## src/rtl/stream_rr_arbiter_if.sv

```systemverilog
// Handshake bundle between the per-input stream buffers and the
// packet round-robin arbiter that drives the output mux select.
interface stream_rr_arbiter_if #(
  parameter int NUM_REQUEST = 4,
  parameter int MAX_BEATS   = 256
);
  localparam int IDX_W = $clog2(NUM_REQUEST);
  localparam int CNT_W = $clog2(MAX_BEATS + 1);

  logic [NUM_REQUEST-1:0] request_i;
  logic [NUM_REQUEST-1:0] s_last_i;
  logic                   m_ready_i;
  logic [NUM_REQUEST-1:0] grant_o;
  logic [IDX_W-1:0]       grant_idx_o;
  logic                   grant_valid_o;
  logic [CNT_W-1:0]       beat_cnt_o;
  logic                   timeout_o;

  modport slave (
    input  request_i,
    input  s_last_i,
    input  m_ready_i,
    output grant_o,
    output grant_idx_o,
    output grant_valid_o,
    output beat_cnt_o,
    output timeout_o
  );

  modport master (
    output request_i,
    output s_last_i,
    output m_ready_i,
    input  grant_o,
    input  grant_idx_o,
    input  grant_valid_o,
    input  beat_cnt_o,
    input  timeout_o
  );
endinterface

```

## src/rtl/stream_rr_arbiter.sv

```systemverilog
// Packet-locked round-robin arbiter with zero-bubble re-arbitration.
// Optional stall watchdog enabled by STREAM_RR_ARB_TIMEOUT_EN.
module stream_rr_arbiter #(
  parameter int NUM_REQUEST    = 4,
  parameter int MAX_BEATS      = 256,
  parameter int TIMEOUT_CYCLES = 1024
) (
  input  logic               clk,
  input  logic               rst_n,
  stream_rr_arbiter_if.slave arb
);
  localparam int IDX_W = $clog2(NUM_REQUEST);
  localparam int CNT_W = $clog2(MAX_BEATS + 1);
  localparam logic [IDX_W-1:0] LAST_IDX = IDX_W'(NUM_REQUEST - 1);

  typedef enum logic {IDLE, LOCKED} state_e;

  state_e                 state_q;
  logic [NUM_REQUEST-1:0] grant_q;
  logic [IDX_W-1:0]       idx_q;
  logic [IDX_W-1:0]       ptr_q;
  logic [CNT_W-1:0]       beat_q;

  logic                   locked;
  logic                   xfer;
  logic                   pkt_end;
  logic                   tmo_rel;
  logic                   release_w;
  logic [IDX_W-1:0]       nxt_ptr;
  logic [IDX_W-1:0]       arb_ptr;
  logic                   pick_vld;
  logic [IDX_W-1:0]       pick_idx;
  logic [CNT_W-1:0]       beat_inc;

  assign locked    = (state_q == LOCKED);
  assign xfer      = locked & arb.request_i[idx_q] & arb.m_ready_i;
  assign pkt_end   = xfer & arb.s_last_i[idx_q];
  assign release_w = pkt_end | tmo_rel;
  assign nxt_ptr   = (idx_q == LAST_IDX) ? '0 : idx_q + 1'b1;
  assign arb_ptr   = release_w ? nxt_ptr : ptr_q;
  assign beat_inc  = (beat_q == CNT_W'(MAX_BEATS)) ? beat_q
                                                   : beat_q + 1'b1;

  // Scan upward from the active pointer for the first requester.
  always_comb begin
    logic [IDX_W-1:0] cand;
    pick_vld = 1'b0;
    pick_idx = '0;
    cand     = arb_ptr;
    for (int k = 0; k < NUM_REQUEST; k++) begin
      if (!pick_vld && arb.request_i[cand]) begin
        pick_vld = 1'b1;
        pick_idx = cand;
      end
      cand = (cand == LAST_IDX) ? '0 : cand + 1'b1;
    end
  end

`ifdef STREAM_RR_ARB_TIMEOUT_EN
  localparam int STL_W = $clog2(TIMEOUT_CYCLES + 1);

  logic [STL_W-1:0] stall_q;
  logic             tmo_q;

  assign tmo_rel = locked & ~xfer &
                   (stall_q == STL_W'(TIMEOUT_CYCLES - 1));

  // Count stalled locked cycles; pulse timeout on forced release.
  always_ff @(posedge clk) begin
    if (!rst_n) begin
      stall_q <= '0;
      tmo_q   <= 1'b0;
    end else begin
      tmo_q <= tmo_rel;
      if (!locked || xfer || tmo_rel)
        stall_q <= '0;
      else
        stall_q <= stall_q + 1'b1;
    end
  end

  assign arb.timeout_o = tmo_q;
`else
  assign tmo_rel       = 1'b0;
  assign arb.timeout_o = 1'b0;
`endif

  // Lock FSM: grant on request, hold until packet end, re-arbitrate.
  always_ff @(posedge clk) begin
    if (!rst_n) begin
      state_q <= IDLE;
      grant_q <= '0;
      idx_q   <= '0;
      ptr_q   <= '0;
      beat_q  <= '0;
    end else begin
      unique case (state_q)
        IDLE: begin
          if (pick_vld) begin
            state_q <= LOCKED;
            grant_q <= NUM_REQUEST'(1) << pick_idx;
            idx_q   <= pick_idx;
            beat_q  <= '0;
          end
        end
        LOCKED: begin
          if (release_w) begin
            ptr_q  <= nxt_ptr;
            beat_q <= '0;
            if (pick_vld) begin
              grant_q <= NUM_REQUEST'(1) << pick_idx;
              idx_q   <= pick_idx;
            end else begin
              state_q <= IDLE;
              grant_q <= '0;
            end
          end else if (xfer) begin
            beat_q <= beat_inc;
          end
        end
        default: state_q <= IDLE;
      endcase
    end
  end

  assign arb.grant_o       = grant_q;
  assign arb.grant_idx_o   = idx_q;
  assign arb.grant_valid_o = locked;
  assign arb.beat_cnt_o    = beat_q;
endmodule

```

## src/flat_wrapper.sv

```systemverilog
// flat-port wrapper written by rule: the top's interface ports become plain ports
module stream_rr_arbiter_flat 
#(
  parameter int NUM_REQUEST    = 4,
  parameter int MAX_BEATS      = 256,
  parameter int TIMEOUT_CYCLES = 1024
)
  (clk, rst_n, arb_request_i, arb_s_last_i, arb_m_ready_i, arb_grant_o, arb_grant_idx_o, arb_grant_valid_o, arb_beat_cnt_o, arb_timeout_o);
  stream_rr_arbiter_if #(.NUM_REQUEST(NUM_REQUEST), .MAX_BEATS(MAX_BEATS)) arb_i ();
  input  logic clk;
  input  logic rst_n;
  input wire logic [$bits(arb_i.request_i)-1:0] arb_request_i;
  input wire logic [$bits(arb_i.s_last_i)-1:0] arb_s_last_i;
  input wire logic [$bits(arb_i.m_ready_i)-1:0] arb_m_ready_i;
  output wire logic [$bits(arb_i.grant_o)-1:0] arb_grant_o;
  output wire logic [$bits(arb_i.grant_idx_o)-1:0] arb_grant_idx_o;
  output wire logic [$bits(arb_i.grant_valid_o)-1:0] arb_grant_valid_o;
  output wire logic [$bits(arb_i.beat_cnt_o)-1:0] arb_beat_cnt_o;
  output wire logic [$bits(arb_i.timeout_o)-1:0] arb_timeout_o;
  assign arb_i.request_i = arb_request_i;
  assign arb_i.s_last_i = arb_s_last_i;
  assign arb_i.m_ready_i = arb_m_ready_i;
  assign arb_grant_o = arb_i.grant_o;
  assign arb_grant_idx_o = arb_i.grant_idx_o;
  assign arb_grant_valid_o = arb_i.grant_valid_o;
  assign arb_beat_cnt_o = arb_i.beat_cnt_o;
  assign arb_timeout_o = arb_i.timeout_o;
  stream_rr_arbiter #(.NUM_REQUEST(NUM_REQUEST), .MAX_BEATS(MAX_BEATS), .TIMEOUT_CYCLES(TIMEOUT_CYCLES)) u_core (.clk(clk), .rst_n(rst_n), .arb(arb_i));
endmodule
```

## config.mk

```make
export PLATFORM = sky130hd
export DESIGN_NAME = stream_rr_arbiter_flat
export DESIGN_NICKNAME = d
export VERILOG_FILES = /design/src/rtl/stream_rr_arbiter_if.sv /design/src/rtl/stream_rr_arbiter.sv /design/src/flat_wrapper.sv
export SDC_FILE = /design/constraint.sdc
export NUM_CORES = 1
export LEC_CHECK = 0
export ABC_AREA = 0
export CORE_MARGIN = 4
export CORE_UTILIZATION = 43
export DETAILED_ROUTE_END_ITERATION = 10
export PLACE_DENSITY = 0.85
export SLEW_MARGIN = 30
export SYNTH_ARGS = -nofsm -noshare
export SYNTH_HDL_FRONTEND = slang
export SYNTH_SLANG_ARGS = --single-unit
```

## constraint.sdc

```tcl
create_clock -name clk -period 1.9 [get_ports clk]
set_input_delay 0.19 -clock clk [delete_from_list [all_inputs] [get_ports clk]]
set_output_delay 0.19 -clock clk [all_outputs]
set_load 0.02 [all_outputs]
```

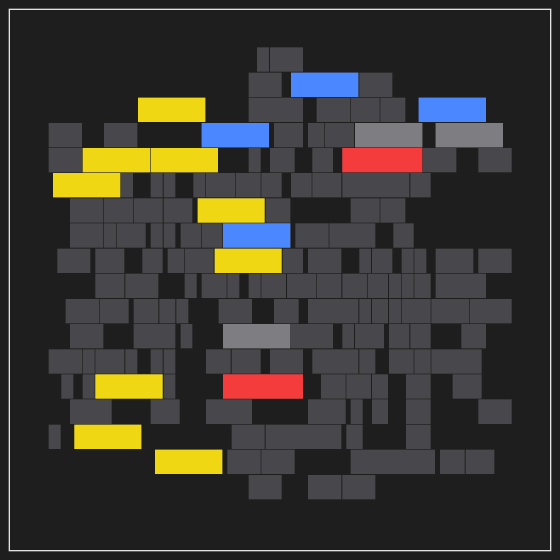
run_1/ff_map.png
Other sequential cells in the stronger grey, the rest of the logic in the fainter grey.
colour	name in the netlist	sequential cells
yellow	u_core.arb.beat_cnt_o	9
blue	u_core.arb.grant_o	4
red	u_core.arb.grant_idx_o	2
not coloured	3

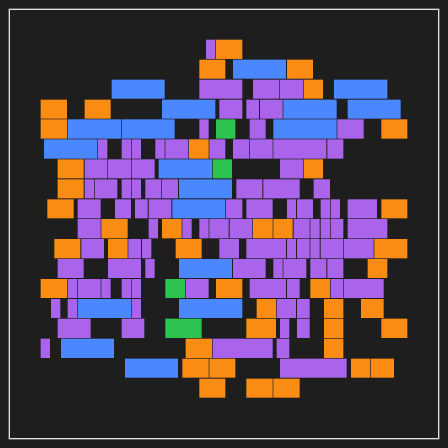
run_1/class_map.png
colour	class	cells
purple	remaining logic cells	96
green	clock drivers and dummy loads	4
blue	registers	18
orange	remaining buffers and delay cells	41

==> flow_summary.json, run 1 <==
{
  "synthesis.nets": 133,
  "ant_nets": 0,
  "fin_crit_sh_pct": 97.9,
  "vias_per_cell": 5.39,
  "syn2layout_area_growth_pct": 40.1,
  "numCtsBuffers": 3,
  "pre_cts_ws_ns": -0.337,
  "die_h_um": 58.4,
  "hold_viol_final": 0,
  "edf_count": 0,
  "grt_util_met3_pct": 5.04,
  "lay_top_cells": "23 x clkdlybuf4s50_1, 16 x dfxtp_1, 15 x nor2_1",
  "drc_errors": 0,
  "synth-seq-cells": 18,
  "dieArea_um2": 3410,
  "grt_pass1_wl_um": 4490,
  "whs_path_depth": 1,
  "required_ns": 2.14,
  "cp-endpoint": "u_core.arb.grant_o[2]$_SDFFE_PN0P_",
  "clock.latency.late_pin_ns": 0.29,
  "finalWirelength_um": 2670,
  "crit_type": "reg -> reg",
  "postSynthSeqShare_pct": 33.0,
  "ys.flop_type": "dfxtp_1",
  "groute.usage.overall_pct": 17.0,
  "clock_sinks": 18,
  "warning_count": 28,
  "worst_slack_ns": 0.0392,
  "antenna_found_initial": 0,
  "fin_worst_skew_ns": 0.00361,
  "path_cells": "buf_6 -> mux4_2 -> nand2b_4 -> mux2_4 -> and3b_1 -> a22o_1",
  "post-route-util_pct": 62.3,
  "gp_congestion": 0.885,
  "r2r_slack_ns": 0.04,
  "diodes": 0,
  "synth_area_um2": 1090,
  "root_buffer": "clkbuf_4",
  "worst_setup_path_end_kind": "flop",
  "grt_most_used_layer": "met2",
  "fp_util_pct": 44.5,
  "wl_per_cell_um": 14.1,
  "max_stage_delay_ns": 0.51,
  "worstPathMaxFanout": 6,
  "lay_top_count": "clkdlybuf4s50_1",
  "num_rows": 18,
  "fin_nets": 174,
  "grt_pass1_vias": 1006,
  "clkTransAtPathRegs_ns": 0.10,
  "min_from": "u_core.arb.grant_o[3]$_SDFFE_PN0P_",
  "hold_buffers": 0,
  "maxCapViolCount": 0,
  "synth.avg_cell_area_um2": 9.18,
  "grt.overflow.total": 0,
  "async_flop_share_pct": 0,
  "crit_arrival_ns": 2.10,
  "htree_num_levels": 1,
  "coreArea_um2": 2450,
  "dr.pass1.iters": 4,
  "cpMaxStageDelayCell": "mux4_2",
  "period_needed_ns": 1.86,
  "worst_r2r_endpoint": "u_core.arb.grant_o[2]$_SDFFE_PN0P_",
  "holdWs_ns": 0.472,
  "grt_use_met2_pct": 28.7,
  "r2r_start": "u_core.arb.grant_idx_o[1]$_SDFFE_PN0P_",
  "peakVddDrop_uv": 462,
  "yosysChipArea_um2": 1090,
  "fmax_ghz": 0.537,
  "power.density_nw_per_um2": 557,
  "p_leak_nw": 0.624,
  "vias": 1018,
  "min_to": "u_core.arb.grant_o[3]$_SDFFE_PN0P_",
  "r2r_cells": 6,
  "ys_warn_count": 0,
  "start_kind": "flop",
  "status": "finished clean",
  "finalMaxSlewViolations": 0,
  "setup_violations": 0
}
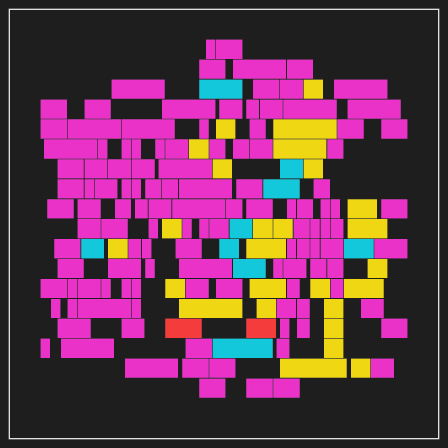
run_1/sizing.png
colour	size	cells	share
cyan	x2	9	5.7%
yellow	x3 and x4	26	16%
magenta	x1 and smaller	122	77%
red	x6 and larger	2	1.3%

==> run 1: final cells by class <==
type	count	area [um2]	area share, %
flip-flops and latches	18	368	24.0
inverters	8	30.0	1.96
clock buffers	4	36.3	2.37
repair buffers	41	377	24.6
multi-input cells	88	682	44.6
well taps	30	37.5	2.45
==> run 1: synth_stat cells (all sizes together), types with 2 or more instances <==
master	n	area (um2)
o22ai	2	12.5
inv	8	30.0
nand3	3	15.0
o21ai	3	15.0
nor2	15	56.3
xor2	4	35.0
buf	4	40.0
mux2i	4	40.0
a221oi	2	17.5
and3b	2	17.5
and3	3	20.0
nor4b	2	17.5
nor2b	3	18.8
a21oi	4	23.8
ha	3	37.5
mux2	4	52.6
a22o	2	17.5
nand2	7	26.3
dfxtp	18	360
xnor2	4	35.0
nand2b	3	26.3
==> run 1: state kept, by name, indices dropped and copies added (netlist names) <==
name / count
u_core.arb.grant_o: 4
u_core.arb.grant_valid_o: 1
u_core.arb.beat_cnt_o: 9
u_core.ptr_q: 2
u_core.arb.grant_idx_o: 2
==> run 1: worst max-delay path: cells and delay by family, from the launching register on <==
family | cells | cell delay [ns]
muxes | 2 | 0.85
DFF | 1 | 0.40
buffers and inverters | 1 | 0.10
AOI/OAI and AO/OA | 1 | 0.11
and+or+nand+nor | 2 | 0.34
==> run 1: metal layers <==
layer	up-vias	wire (um)
met5	-	0
met4	0	15
met3	2	178
met2	34	1370
met1	483	1110
li1	499	-
==> run 1: power by group <==
| group | internal (W) | switching [W] |
|---|---|---|
| Clock | 0.000117 | 0.000110 |
| Combinational | 0.000120 | 0.000102 |
| Sequential | 0.000389 | 0.0000143 |
==> run 1: per-stage QoR <==
stage / instance area [um2] / setup TNS, ns / std cells
finish: 1530 / 0 / 189
global placement: 1450 / -1.67 / 184
CTS: 1520 / 0 / 189
floorplan: 1090 / 0 / 119
global route: 1530 / -0.210 / 189
detailed placement: 1450 / -2.72 / 184
==> run 1: cells by family after synthesis <==
group                      Yosys count  share of synthesized area, %
AOI/OAI and AO/OA                   22                          17.1
adders and majority gates            3                          3.44
buffers and inverters               13                          6.76
and+or+nand+nor                     45                          22.5
other                                1                         0.343
muxes                                9                          10.5
DFF                                 18                          33.0
xor gates and xnor gates             8                          6.41
==> run 1: repair_timing <==
| item | 4_1_cts | 5_1_grt |
|---|---|---|
| setup buffers | 2 | 0 |
| gates resized | 7 | 3 |
| endpoints found under the setup margin | 5 | 14 |
| pin swaps | 5 | 5 |
--- run 2 (diff from run 1) ---
- TNS_END_PERCENT: default -> 30
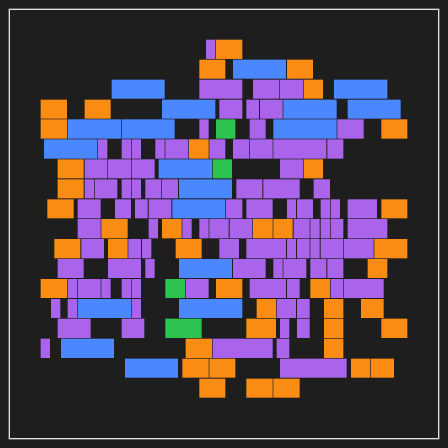
run_2/class_map.png
colour	class	cells
blue	registers	18
green	clock drivers and dummy loads	4
orange	remaining buffers and delay cells	41
purple	remaining logic cells	96

==> flow_summary.json, run 2 <==
{
  "yosysChipArea_um2": 1090,
  "grt_pass1_wl_um": 4490,
  "ys.flop_type": "dfxtp_1",
  "die_h_um": 58.4,
  "ys_warn_count": 0,
  "clkTransAtPathRegs_ns": 0.10,
  "start_kind": "flop",
  "numCtsBuffers": 3,
  "status": "finished clean",
  "antenna_found_initial": 0,
  "dieArea_um2": 3410,
  "io_pins": 28,
  "holdWs_ns": 0.472,
  "htree_num_levels": 1,
  "postSynthSeqShare_pct": 33.0,
  "vias": 1018,
  "r2r_cells": 6,
  "ys_top_cells_by_count": "18 x dfxtp_1, 15 x nor2_1, 8 x inv_1",
  "route.met3.wl_um": 178,
  "grt_pass1_vias": 1006,
  "setup_violations": 0,
  "p_leak_nw": 0.624,
  "root_buffer": "clkbuf_4",
  "worstPathMaxFanout": 6,
  "placed_area_um2": 1450,
  "dr.pass1.iters": 4,
  "finalMaxSlewViolations": 0,
  "worst_setup_path_end_kind": "flop",
  "yosysTopAreaCell": "dfxtp_1",
  "vias_per_cell": 5.39,
  "worst_slack_ns": 0.0392,
  "grt_max_degree": 11,
  "power.density_nw_per_um2": 557,
  "syn2layout_area_growth_pct": 40.1,
  "synth_area_um2": 1090,
  "maxCapViolCount": 0,
  "synth.top_cell.area_share_pct": 33.0,
  "synth.avg_cell_area_um2": 9.18,
  "synth.area.top_cells": "dfxtp_1 33%, nor2_1 5.2%, mux2i_1 3.7%",
  "clock.latency.late_pin_ns": 0.29,
  "met1Wirelength_um": 1110,
  "clock_sinks": 18,
  "post-route-util_pct": 62.3,
  "groute.usage.overall_pct": 17.0,
  "ant_nets": 0,
  "synthesis.nets": 133,
  "edf_count": 0,
  "diodes": 0,
  "pre_cts_ws_ns": -0.337,
  "coreArea_um2": 2450,
  "lay_top_count": "clkdlybuf4s50_1",
  "wl_met2_um": 1370,
  "fmax_ghz": 0.537,
  "synth-seq-cells": 18,
  "wl_per_cell_um": 14.1,
  "fin_crit_sh_pct": 97.9,
  "hold_viol_final": 0,
  "crit_arrival_ns": 2.10,
  "whs_path_depth": 1,
  "final_area_um2": 1530,
  "async_flop_share_pct": 0,
  "fin_worst_skew_ns": 0.00361,
  "warning_count": 28,
  "top_cell": "dfxtp_1",
  "lay_top_cells": "23 x clkdlybuf4s50_1, 16 x dfxtp_1, 15 x nor2_1",
  "drc_errors": 0,
  "largest_register_ffs": 9,
  "num_rows": 18,
  "period_needed_ns": 1.86,
  "finalWirelength_um": 2670,
  "peakVddDrop_uv": 462
}
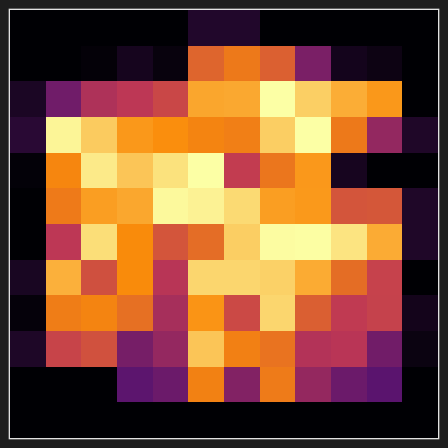
run_2/util_map.png
12 x 12 tiles, from black (low) to pale yellow (high), 0 to 100% covered.
tiles over 75% full	26%
mean over tiles	44%
nearly empty tiles	26%
fullest tile	100%
densest ninth of the die	middle

-- run 2: cell counts in the layout (fill, tap and decap cells not counted) --
Identical to the previous run, type by type.
-- run 2: critical path: stages (launching register included) --
cell	delay [ns]
dfxtp_4	0.40
buf_6	0.10
mux4_2	0.51
nand2b_4	0.13
mux2_4	0.34
and3b_1	0.21
a22o_1	0.11
-- run 2: logic make-up after synthesis --
logic type               Yosys count  share of synthesized area (%)
flip-flops                        18                           33.0
other                              1                          0.343
XOR/XNOR                           8                           6.41
adder cells (fa/ha/maj)            3                           3.44
AND-OR/OR-AND                     22                           17.1
AND/OR/NAND/NOR                   45                           22.5
buffers and inverters             13                           6.76
multiplexers                       9                           10.5
-- run 2: what timing repair did --
item / CTS / global route
setup endpoints to repair: 5 / 14
pin swaps: 5 / 5
buffers inserted: 2 / 0
gates resized: 7 / 3
hold endpoints to repair: 0 / 0
-- run 2: through the flow --
step	std cells	TNS (ns)
after floorplan	119	0
after global placement	184	-1.67
after detailed placement	184	-2.72
after CTS	189	0
after global routing	189	-0.210
final	189	0
-- run 2: per-layer routing --
layer / track usage (%) / vias up
met3: 5.04 / 2
met4: 4.97 / 0
met5: 0 / -
li1: - / 499
met2: 28.7 / 34
met1: 20.8 / 483
-- run 2: cell type report --
cell class	instances	area, um2
Inverter	8	30.0
Multi-Input combinational cell	88	682
Sequential cell	18	368
Fill cell	199	925
Tap cell	30	37.5
Timing Repair Buffer	41	377
Clock buffer	4	36.3
-- run 2: final timing paths --
path                                                from                                 end  slack [ns]
setup / recovery  u_core.arb.grant_idx_o[1]$_SDFFE_PN0P_  u_core.arb.grant_o[2]$_SDFFE_PN0P_        0.04
hold / removal        u_core.arb.grant_o[3]$_SDFFE_PN0P_  u_core.arb.grant_o[3]$_SDFFE_PN0P_        0.47
setup reg to reg  u_core.arb.grant_idx_o[1]$_SDFFE_PN0P_  u_core.arb.grant_o[2]$_SDFFE_PN0P_        0.04
hold reg to reg       u_core.arb.grant_o[3]$_SDFFE_PN0P_  u_core.arb.grant_o[3]$_SDFFE_PN0P_        0.47
-- run 2: power by group --
part           switching, W  internal (W)
Combinational      0.000102      0.000120
Clock              0.000110      0.000117
Sequential        0.0000143      0.000389
Power and IR drop assume default switching activity.
